### Cells coloured by class, run 1

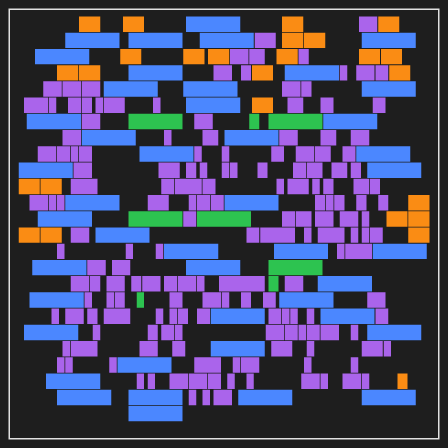
### Sequential cells coloured by netlist name, run 1

Other sequential cells in the stronger grey, the rest of the logic in the fainter grey.
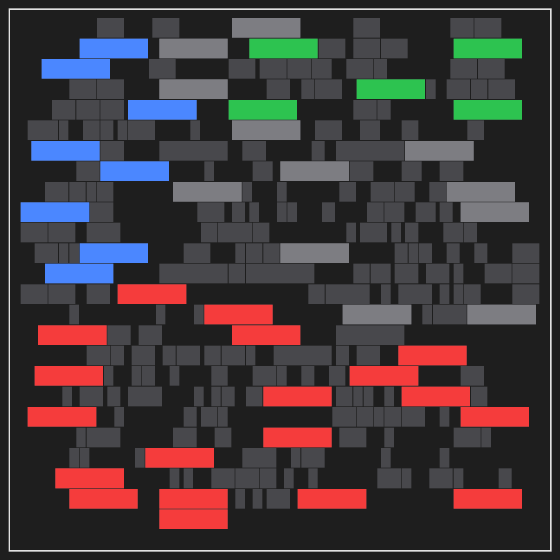
### Local utilization, run 1

7 x 7 tiles, from black (low) to pale yellow (high), 0 to 100% covered.
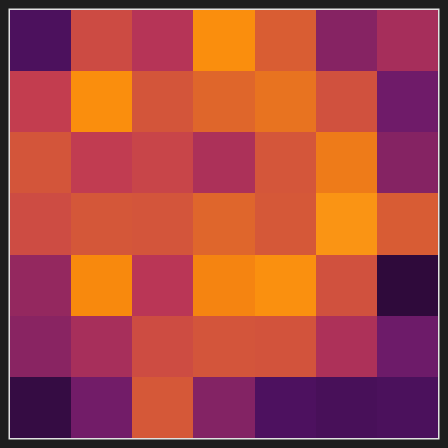
## config.mk

```make
export PLATFORM = sky130hd
export DESIGN_NAME = player_bullet
export DESIGN_NICKNAME = d
export VERILOG_FILES = /design/src/rtl/player_bullet.sv
export SDC_FILE = /design/constraint.sdc
export NUM_CORES = 1
export LEC_CHECK = 0
export ABC_CLOCK_PERIOD_IN_PS = 3700
export CELL_PAD_IN_SITES_DETAIL_PLACEMENT = 0
export CELL_PAD_IN_SITES_GLOBAL_PLACEMENT = 1
export CORE_UTILIZATION = 46
export CTS_BUF_LIST = sky130_fd_sc_hd__clkbuf_16
export DETAILED_ROUTE_END_ITERATION = 8
export GPL_ROUTABILITY_DRIVEN = 0
export HOLD_SLACK_MARGIN = 0.05
export PLACE_DENSITY_LB_ADDON = 0.05
export REMOVE_ABC_BUFFERS = 1
export SLEW_MARGIN = 15
export SYNTH_ARGS = -nofsm -noshare
export SYNTH_HDL_FRONTEND = slang
export SYNTH_SLANG_ARGS = --single-unit
```

## constraint.sdc

```tcl
create_clock -name i_clk_36MHz -period 3.7 [get_ports i_clk_36MHz]
set_input_delay 0.74 -clock i_clk_36MHz [delete_from_list [all_inputs] [get_ports i_clk_36MHz]]
set_output_delay 0.74 -clock i_clk_36MHz [all_outputs]
set_load 0.05 [all_outputs]
```

## src/rtl/player_bullet.sv

```systemverilog
// Player missile controller: one bullet in flight, launched from the player column and stepped
// upward by a prescaled tick. Define PLAYER_BULLET_AUTOFIRE_EN to relaunch while fire is held.
module player_bullet #(
  parameter int unsigned STEP_CYCLES    = 360000,
  parameter int unsigned START_Y        = 14,
  parameter int unsigned MAX_X          = 19,
  parameter int unsigned COOLDOWN_STEPS = 2
) (
  input  logic       i_clk_36MHz,
  input  logic       i_reset,
  input  logic       i_fire,
  input  logic [4:0] i_player_x,
  input  logic       i_hit,
  output logic [4:0] o_bullet_x,
  output logic [3:0] o_bullet_y,
  output logic       o_active,
  output logic [7:0] o_hit_count
);

  localparam int unsigned PW = (STEP_CYCLES > 1) ? $clog2(STEP_CYCLES) : 1;
  localparam int unsigned CW = (COOLDOWN_STEPS > 0) ? $clog2(COOLDOWN_STEPS + 1) : 1;
  localparam logic [PW-1:0] PRE_LAST = PW'(STEP_CYCLES - 1);
  localparam logic [PW-1:0] PRE_ONE  = PW'(1);
  localparam logic [CW-1:0] CD_LAST  = CW'(COOLDOWN_STEPS);
  localparam logic [CW-1:0] CD_ONE   = CW'(1);
  localparam logic [4:0]    X_MAX    = 5'(MAX_X);
  localparam logic [3:0]    Y_START  = 4'(START_Y);

  typedef enum logic [1:0] {
    StIdle     = 2'd0,
    StFly      = 2'd1,
    StCooldown = 2'd2
  } state_e;

  state_e        r_state, w_state_d;
  logic          r_f1, r_f2, r_f3;
  logic [PW-1:0] r_pre, w_pre_d;
  logic [CW-1:0] r_cd, w_cd_d;
  logic [4:0]    r_x, w_x_d;
  logic [3:0]    r_y, w_y_d;
  logic          r_active, w_active_d;
  logic [7:0]    r_hits, w_hits_d;
  logic          w_step, w_launch, w_cd_exit_ok;

  assign w_step = (r_pre == PRE_LAST);

`ifdef PLAYER_BULLET_AUTOFIRE_EN
  assign w_launch     = r_f2;
  assign w_cd_exit_ok = 1'b1;
`else
  assign w_launch     = r_f2 & ~r_f3;
  assign w_cd_exit_ok = ~r_f2;
`endif

  always_ff @(posedge i_clk_36MHz or negedge i_reset) begin
    if (!i_reset) begin
      r_f1     <= 1'b0;
      r_f2     <= 1'b0;
      r_f3     <= 1'b0;
      r_state  <= StIdle;
      r_pre    <= '0;
      r_cd     <= '0;
      r_x      <= '0;
      r_y      <= '0;
      r_active <= 1'b0;
      r_hits   <= '0;
    end else begin
      r_f1     <= i_fire;
      r_f2     <= r_f1;
      r_f3     <= r_f2;
      r_state  <= w_state_d;
      r_pre    <= w_pre_d;
      r_cd     <= w_cd_d;
      r_x      <= w_x_d;
      r_y      <= w_y_d;
      r_active <= w_active_d;
      r_hits   <= w_hits_d;
    end
  end

  always_comb begin
    w_state_d  = r_state;
    w_pre_d    = w_step ? '0 : r_pre + PRE_ONE;
    w_cd_d     = r_cd;
    w_x_d      = r_x;
    w_y_d      = r_y;
    w_active_d = r_active;
    w_hits_d   = r_hits;
    unique case (r_state)
      StIdle: begin
        if (w_launch) begin
          w_state_d  = StFly;
          w_x_d      = (i_player_x > X_MAX) ? X_MAX : i_player_x;
          w_y_d      = Y_START;
          w_active_d = 1'b1;
          w_pre_d    = '0;
        end
      end
      StFly: begin
        // A hit on a step cycle wins over the decrement.
        if (i_hit || (w_step && r_y == 4'd1)) begin
          w_state_d  = StCooldown;
          w_x_d      = '0;
          w_y_d      = '0;
          w_active_d = 1'b0;
          w_cd_d     = '0;
          if (i_hit && r_hits != 8'hFF) w_hits_d = r_hits + 8'd1;
        end else if (w_step) begin
          w_y_d = r_y - 4'd1;
        end
      end
      StCooldown: begin
        if (r_cd == CD_LAST) begin
          if (w_cd_exit_ok) w_state_d = StIdle;
        end else if (w_step) begin
          w_cd_d = r_cd + CD_ONE;
        end
      end
      default: begin
        w_state_d  = StIdle;
        w_x_d      = '0;
        w_y_d      = '0;
        w_active_d = 1'b0;
      end
    endcase
  end

  assign o_bullet_x  = r_x;
  assign o_bullet_y  = r_y;
  assign o_active    = r_active;
  assign o_hit_count = r_hits;

endmodule

```

==> summary.txt, run 1 <==
Quick summary of the implementation run below.

The run finished with clean final reports. The via count of the first global-routing pass came out at 1635. Across the VDD grid, the largest voltage drop is approximately 0.26 mV. The wire length per cell is ~15 microns. The overall track demand over capacity in global routing is 0.190.

Sorting the Yosys area breakdown by cell type puts at the top dfrtp_1. The count of port buffers added during placement is 26. The number of distinct library cell variants in the gate-level netlist after synthesis is 49.

The number of instances in the synthesized netlist came out at ~220. The clock period could shrink to between 2 and 2.5 ns. The count of endpoints failing setup in the final report came out at 0. The worst setup path is of the register to output port kind.

The biggest fanout along the worst timing path is 7. The primary flip-flop cell chosen by synthesis mapping is dfrtp_1. On the worst path, the slowest cell contributes a delay of approximately 0.85 ns. For reference, the critical path is captured by o_hit_count[2]. The die width came out at roughly 70 microns. The clock sink count came out at between 40 and 50.

The leakage dissipation came out at roughly 1.2 nW. The number of hold buffers added after CTS is 0. The power density relative to cell area came out at roughly 350 nW/um^2. The final total negative setup slack came out at 0 ns.

For this run, asynchronously set or reset flops after synthesis account for 1.00. The first detailed-routing pass ran for 4 iterations. The maximum number of buffers from clock root to sink came out at 2.

The post-synthesis register bit count came out at ~44. The largest clock skew in the final design came out at 0.00322 ns. The clock latency at the later pin of the worst-skew pair is 0.28 ns.

The reg-to-reg setup timing slack came out at around 1.7 ns. The final layout contains 260 nets. The main area contributors are dfrtp_1 (49%), nor2_1 (5.2%), xnor2_1 (4.7%), xor2_1 (4.7%), ha_1 (2.8%). The estimated wirelength of the detail-placed design is between 3 and 4 mm.

Yosys instantiated no cell more often than dfrtp_1. Per the STA report, the cell with the highest stage delay on the worst path is clkdlybuf4s50_1. The post-route worst hold slack is roughly 0.35 ns. The share of the cycle needed by the critical path after routing is 0.631. The OpenROAD report gives the critical path a required time of about 3.0 ns. The layout report lists the multi-input gate area as 1070 sq um. The fmax is 0.428 GHz. The kind of launch point of the worst setup path is a register. In this run the remaining antenna-violating nets after routing total 0.

The yosys synthesis chip area is 2240 sq um. The fraction of layout cells with a size suffix above 1 came out at 0.0810. Per STA, the worst path is made up of clkdlybuf4s50_1. For reference, the top cells by count after synthesis are dfrtp_1 (44), nor2_1 (31), nand2_1 (16). The logs give a warning total of 26. Per the run summary, max-cap violations total 0. The vertical die dimension came out at 71.7 microns.

The die footprint came out at around 5100 sq um. The area overhead of the layout relative to synthesis came out at 19.1%. The headroom to the max-slew limit came out at 0.351. The endpoint of the lowest-slack register-to-register path is o_hit_count[5]$_DFFE_PN0P_. The kind of cell with the highest combined delay along the critical path is buffers and inverters. The sum of overflow across all layers after global routing is 0. The first-pass GRT wire length came out at 7.70 mm. The placed standard-cell area came out at around 2500 sq um.

The completed layout was analyzed and its total power is 0.936 mW. The number of DRC violations after detailed routing is 0. The TritonCTS clock tree is done. Along the critical path, the tally of buffer and inverter instances is 1. Looking at the post-CTS report, the setup buffer insertion count equals 0.

The registers of the reported paths see a clock transition of around 0.060 ns. The cell area that synthesis handed to floorplanning was between 2000 and 2500 sq um. The launch point of the worst reg-to-reg path is r_state[0]$_DFFE_PN0P_. The share of the yosys chip area belonging to registers is 0.492. The part of the total power dissipated in the clock network came out at 0.446. The min-delay analysis places its worst path in the category register to register. The transition at the pin with the smallest max-transition slack came out at about 1 ns. The mean post-synth cell area is between 10 and 15 sq um. The number of pins exceeding their max-slew limit in the final report is 0. The critical path startpoint is o_hit_count[2]$_DFFE_PN0P_. The net switching power figure is approximately 0.2 mW. The number of inserted filler cells in the final layout is roughly 420. The share of total power dissipated in combinational logic is 0.034. Setup repair after global routing left no endpoint under its margin. The number of standard cells reported by yosys came out at approximately 220. The post-synth tally of flip-flops with integrated enable is 0. The tree is rooted in a clkbuf_16. All stages included, the depth of the critical timing path comes to 1. The report puts the cell count of the worst reg-to-reg path at 5. The maximum number of pins on one net before global-route repair is roughly 45. The yosys warning tally is 0.

The cell-internal power is roughly 0.74 mW.
-- 'Cells coloured by class' (at the start) --
class	colour	cells	share of their area
flops	blue	44	42%
clock drivers and dummy loads	green	8	5.3%
other buffers and delay cells	orange	26	9.8%
all other logic	purple	169	42%
final instance area: 2660 sq um
num rows: 25
Seq/total area: 0.413
final standard cell utilization of the core: 0.568
Placeable Area: 4690 sq um

-- 'Sequential cells coloured by netlist name' (at the start) --
netlist name	colour	flops
o_bullet_x	green	5
r_pre	red	19
o_hit_count	blue	8
storage element area: 1100 sq um
power consumed by sequential cells: 0.487 mW

-- 'Local utilization' (at the start) --
mean over tiles	51%
emptiest ninth of the die	south-east
tiles over 75% full	8.2%
fullest tile	77%
initial core utilization: 0.477

run 1: sequential cells by signal (all words and copies together) (netlist names):
signal,count
r_f3,1
r_cd,2
r_pre,19
o_hit_count,8
r_state,2
r_f2,1
o_active,1
r_f1,1
o_bullet_x,5
o_bullet_y,4
run 1: cell type report:
type                            instances  area share
Tap cell                               54      0.0254
Timing Repair Buffer                   26      0.0958
Sequential cell                        44       0.413
Inverter                                9      0.0127
Multi-Input combinational cell        160       0.401
Clock inverter                          3     0.00517
Clock buffer                            5      0.0470
run 1: worst reg2reg max path, delay by kind of cell (launching register included):
kind | cells | cell delay [ns]
flip-flops | 1 | 0.76
AND/OR/NAND/NOR | 3 | 0.65
XOR/XNOR | 1 | 0.14
AND-OR/OR-AND | 1 | 0.35
run 1: cells in the final DEF, fill, tap and decap left out, types with 6 or more instances in the layout:
master,instances
o2bb2ai_1,6
clkdlybuf4s50_1,25
nor2_1,31
inv_1,9
dfrtp_1,44
xnor2_1,12
nand4_1,7
nand2_1,16
nor3_1,6
xor2_1,12
nand3_1,7
run 1: metrics by stage:
step	cells	setup slack [ns]
2_1_floorplan	213	1.84
3_5_place_dp	293	1.27
3_3_place_gp	293	1.31
5_1_grt	301	1.33
4_1_cts	301	1.35
6_report	301	1.37
run 1: how the worst min path moves through the flow:
stage / endpoint / slack, ns / cells after the start
CTS: r_f2$_DFF_PN0_ / 0.35 / 0
floorplan: r_f2$_DFF_PN0_ / 0.33 / 0
global placement: r_f2$_DFF_PN0_ / 0.34 / 0
detailed placement: r_f2$_DFF_PN0_ / 0.34 / 0
finish: r_f2$_DFF_PN0_ / 0.35 / 0
global route: r_f2$_DFF_PN0_ / 0.36 / 0
run 1: per-layer routing:
layer | vias to the layer above | GRT usage | wire length (microns)
met5 | - | 0 | 0
met4 | 0 | 0.0610 | 44
met3 | 5 | 0.0380 | 90
met2 | 25 | 0.307 | 2100
met1 | 825 | 0.258 | 2160
li1 | 828 | - | -
run 1: kinds of logic after synthesis:
group	share of synthesized area
AND/OR/NAND/NOR	0.234
flip-flops	0.492
AND-OR/OR-AND	0.0979
XOR/XNOR	0.0940
buffers and inverters	0.0308
multiplexers	0.0229
adder cells (fa/ha/maj)	0.0280
run 1: power groups by stage:
stage / clock (mW) / combinational, mW / sequential [mW]
floorplan: 0 / 0.00380 / 0.501
global placement: 0 / 0.0319 / 0.496
detailed placement: 0 / 0.0327 / 0.496
CTS: 0.429 / 0.0327 / 0.487
global route: 0.443 / 0.0351 / 0.487
finish: 0.418 / 0.0316 / 0.487
### Cell sizes after repair, run 1

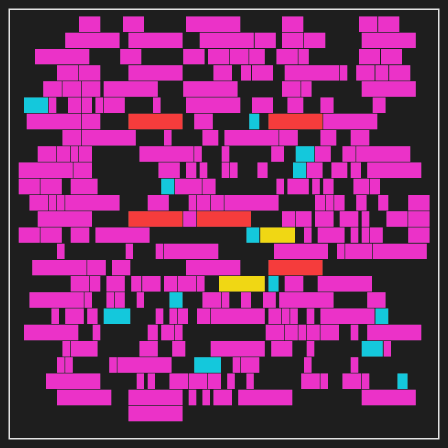

--- run 2 (diff from run 1) ---
--- a/config.mk
+++ b/config.mk
@@ -5,10 +5,10 @@
 export SDC_FILE = /design/constraint.sdc
 export NUM_CORES = 1
 export LEC_CHECK = 0
-export ABC_CLOCK_PERIOD_IN_PS = 3700
+export ABC_CLOCK_PERIOD_IN_PS = 2000
 export CELL_PAD_IN_SITES_DETAIL_PLACEMENT = 0
 export CELL_PAD_IN_SITES_GLOBAL_PLACEMENT = 1
-export CORE_UTILIZATION = 46
+export CORE_UTILIZATION = 39
 export CTS_BUF_LIST = sky130_fd_sc_hd__clkbuf_16
 export DETAILED_ROUTE_END_ITERATION = 8
 export GPL_ROUTABILITY_DRIVEN = 0
==> constraint.sdc (replaced) <==
create_clock -name i_clk_36MHz -period 2 [get_ports i_clk_36MHz]
set_input_delay 0.4 -clock i_clk_36MHz [delete_from_list [all_inputs] [get_ports i_clk_36MHz]]
set_output_delay 0.4 -clock i_clk_36MHz [all_outputs]
set_load 0.05 [all_outputs]
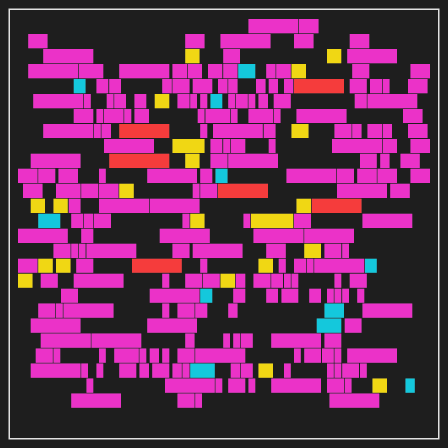
*Cell sizes after repair, run 2*
size	colour	cells	share
drive 2	cyan	11	4.3%
drive 1 or less	magenta	219	85%
drive 3 to 4	yellow	21	8.2%
drive 6 and up	red	6	2.3%

==> run 2 against run 1 <==
  * Core utilization shrank 6.3 points
  * Wire length increased by 4.6%
  * Critical endpoint is now o_bullet_y[1]
  * Clock power increased by 120%
  * Global-route usage down 2.2 points
  * Sequential share of layout area shrank 1.7 points
  * Flip-flop count stayed put
  * Critical path depth did not move
  * Via count up 3.5%
  * Die area is 17% higher
  * First-iteration DRC count grew 22%
  * Clock-buffer cell count unchanged
==> summary.txt, run 2 <==
Quick summary of the implementation run below.

The maximum resistive drop on vdd is 0.399 mV (was 0.256 mV). The number of instances in the synthesized netlist is 220 (unchanged). The post-route antenna net violation count came out at 0 (unchanged). The relative contribution of combinational cells to total power is 0.032 (was 0.034). Commonest cells in the netlist: dfrtp_1 (44), nor2_1 (31), nand2_1 (16) (unchanged). The sum of overflow across all layers after global routing came out at 0 (unchanged). The net switching power figure is 0.383 mW (was 0.194 mW). The post-placement cell count is 319 (was 293). The part of the total power dissipated in sequential elements came out at 0.475 (was 0.520). The initial antenna violation count is 0 (unchanged). Most frequent cells in the layout: dfrtp_1 (44), nor2_1 (31), clkdlybuf4s50_1 (18) (was dfrtp_1 (44), nor2_1 (31), clkdlybuf4s50_1 (25)).

The switching power as a share of total power came out at 0.202 (was 0.208). The data required time of the critical path came to 1.60 ns (was 2.96 ns). The violation tally from detailed-route iteration zero came to 109 (was 89). The share of the yosys chip area belonging to registers came out at 0.492 (unchanged). The shortest period the worst path allows came out at 1.93 ns. The number of DRC violations after detailed routing came out at 0 (unchanged). The maximum number of pins on one net before global-route repair is 45 (unchanged). The yosys synthesis chip area came out at 2240 sq um (unchanged). The power density relative to cell area was 683 nW/um^2 (was 351 nW/um^2).

The share of Yosys cell area claimed by the top area cell type was 0.492 (unchanged). The top cell family by delay on the critical path is buffers and inverters (unchanged). Run status: completed (unchanged). The launch point of the worst reg-to-reg path is r_pre[7]$_DFF_PN0_ (was r_state[0]$_DFFE_PN0P_). The estimated wirelength of the detail-placed design is 3.15 mm (was 3.11 mm). The total buffers and inverters traversed by the critical path came out at 1 (unchanged). The overall track demand over capacity in global routing was 0.168 (was 0.190). The mean post-synth cell area is 10.2 sq um (unchanged). The most used logic cell in the final layout is dfrtp_1 (unchanged). The delay of the slowest cell on the worst path is 0.83 ns (was 0.85 ns). The net count of the finished layout came out at 270 (was 260). The cell-internal power is 1.51 mW (was 0.742 mW). The kind of launch point of the worst setup path is a register (unchanged). The TritonCTS clock tree is done (unchanged). The number of top-level design ports came to 27 (unchanged). The number of distinct library cell variants in the gate-level netlist after synthesis came out at 49 (unchanged). The headroom to the max-slew limit is 0.623 (was 0.351). The async set or reset register ratio after synthesis came out at 1.00 (unchanged). The die footprint came out at 6040 sq um (was 5150 sq um). The most popular library cell in the synthesized design by count was dfrtp_1 (unchanged). The primary flip-flop cell chosen by synthesis mapping is dfrtp_1 (unchanged).

The final timing summary puts the cycle share of the worst path at 0.963. The via total after detailed routing is 1742 (was 1683). The via count of the first global-routing pass came out at 1693 (was 1635). The fraction of layout cells with a size suffix above 1 came out at 0.148 (was 0.0810).

The clock sink count is 44 (unchanged). The post-CTS clock slew at the launch and capture registers of the worst setup and hold paths came to 0.06 ns (about the same). The critical path arrival came out at 1.53 ns (was 1.59 ns). RSZ-0062 raised after global routing: no (unchanged). The detail-routed via count per cell came out at 5.29 (was 5.59). The number of standard cells reported by yosys is 220 (unchanged). The yosys warning tally is 0 (unchanged). The cell taking the most area after synthesis is dfrtp_1 (unchanged). The number of search-and-repair iterations in the first detailed-routing pass came out at 5 (was 4). The post-synthesis register bit count is 44 (unchanged). The number of warnings in the stage logs is 26 (unchanged).

The leakage dissipation came out at 1.24 nW (was 1.16 nW). The worst setup path category is register to output port (unchanged). The number of violations of the max-capacitance limit came out at 0 (unchanged). The TritonCTS buffer count came out at 5 (unchanged). The final total negative setup slack was 0 ns (unchanged). The post-route worst hold slack is 0.199 ns (was 0.350 ns). The placeable core region was 5510 sq um (was 4690 sq um). The die width came to 77.7 microns (was 71.7 microns).

The number of flip-flops in the largest register is 19 (unchanged). The number of inserted filler cells in the final layout is 519 (was 416). The vertical die dimension is 77.7 microns (was 71.7 microns). Chain of cells forming the critical path: clkdlybuf4s50_1 (unchanged). The starting density of the core was 0.406 (was 0.477).

The critical path startpoint is o_bullet_y[1]$_DFFE_PN0P_ (was o_hit_count[2]$_DFFE_PN0P_). The transition at the pin with the smallest max-transition slack is 0.565 ns (was 0.974 ns). The part of the total power dissipated in the clock network is 0.493 (was 0.446). The class of the tightest hold or removal check is primary input to async pin (was register to register). The clock root buffer master is clkbuf_16 (unchanged). The post-synth tally of flip-flops with integrated enable came out at 0 (unchanged). The largest clock skew in the final design was 0.00597 ns (was 0.00322 ns). The antenna diode count came out at 0 (unchanged). The biggest fanout along the worst timing path was 5 (was 7). The master of the slowest instance on the critical path is clkdlybuf4s50_1 (unchanged). The number of pins exceeding their max-slew limit in the final report came out at 0 (unchanged).

Based on the critical path, the design can be clocked at up to 0.519 GHz. The clock latency at the later pin of the worst-skew pair came out at 0.28 ns (about the same). The site row count is 27 (was 25). The post-synthesis cell area is 2240 sq um (unchanged). The first-pass GRT wire length is 7.89 mm (was 7.70 mm).

The CTS H-tree depth came to 2 (unchanged). The area overhead of the layout relative to synthesis is 24.2% (was 19.1%). The count of endpoints failing setup in the final report is 0 (unchanged). The count of port buffers added during placement was 26 (unchanged). The number of non-filler instances in the completed layout is 329 (was 301). The number of endpoints with negative hold slack in the final report is 0 (unchanged).

The total power was 1.90 mW (was 0.936 mW). The endpoint kind of the worst setup timing path is an output port (unchanged). The register bank with the most flops was r_pre (unchanged).

Main area contributors: dfrtp_1 (49%), nor2_1 (5.2%), xnor2_1 (4.7%), xor2_1 (4.7%), ha_1 (2.8%) (unchanged). The maximum number of buffers from clock root to sink is 2 (unchanged). The detailed-route wire length is 4.59 mm (was 4.39 mm).

The number of cells upsized or downsized after cts is 0 (unchanged).
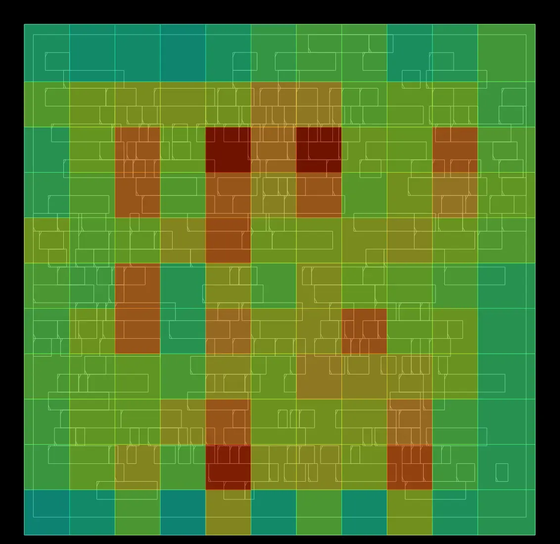
*Routing congestion map, run 2*
per-cell routed wire length: 14.0 microns
final standard cell utilization of the core: 0.504

run 2: cells by family (layout without fill, tap and decap cells):
logic type | count (synthesis) | after routing | synth area share
adder cells (fa/ha/maj) | 5 | 5 | 0.0280
buffers and inverters | 16 | 53 | 0.0308
flip-flops | 44 | 44 | 0.492
AND-OR/OR-AND | 29 | 29 | 0.0979
XOR/XNOR | 24 | 24 | 0.0940
multiplexers | 5 | 5 | 0.0229
AND/OR/NAND/NOR | 97 | 97 | 0.234
run 2: layout make-up:
class,instances,area [sq um],share of cell area
Inverter,9,33.8,0.0122
Sequential cell,44,1100,0.396
Clock inverter,3,47.5,0.0171
Multi-Input combinational cell,160,1070,0.384
Timing Repair Buffer,36,313,0.113
Tap cell,72,90.1,0.0324
Clock buffer,5,125,0.0450
run 2: repair_timing:
action                     in CTS  in global routing
buffers inserted                0                  2
setup endpoints to repair       0                  2
hold buffers                    0                  0
run 2: final timing paths:
check,cells past startpoint,slack [ns],end
setup / recovery,1,0.07,o_bullet_y[1]
hold / removal,2,0.20,r_pre[9]$_DFF_PN0_
setup reg to reg,6,0.18,r_state[0]$_DFFE_PN0P_
hold reg to reg,0,0.36,r_f2$_DFF_PN0_
max in group asynchronous,2,1.42,o_bullet_y[2]$_DFFE_PN0P_
min in group i_clk_36MHz,0,0.36,r_f2$_DFF_PN0_
run 2: per-layer routing:
metal,vias up,wire length [microns],track usage
met4,0,74,0.0717
met3,9,228,0.0412
met1,850,2230,0.225
met2,45,2060,0.257
met5,-,0,0
li1,838,-,-
run 2: power groups by stage:
stage               Clock (mW)  Combinational, mW  Sequential, mW
detailed placement           0             0.0620           0.917
floorplan                    0            0.00702           0.928
global placement             0             0.0603           0.917
CTS                      0.970             0.0623           0.900
global route              1.00             0.0669           0.900
finish                   0.936             0.0602           0.901
run 2: per-stage QoR:
stage | cell area [sq um] | setup slack [ns]
3_3_place_gp | 2590 | 0.0714
3_5_place_dp | 2590 | 0.00209
4_1_cts | 2760 | 0.0665
5_1_grt | 2780 | 0.0277
2_1_floorplan | 2200 | 0.137
6_report | 2780 | 0.0739
Power and IR drop assume default switching activity.
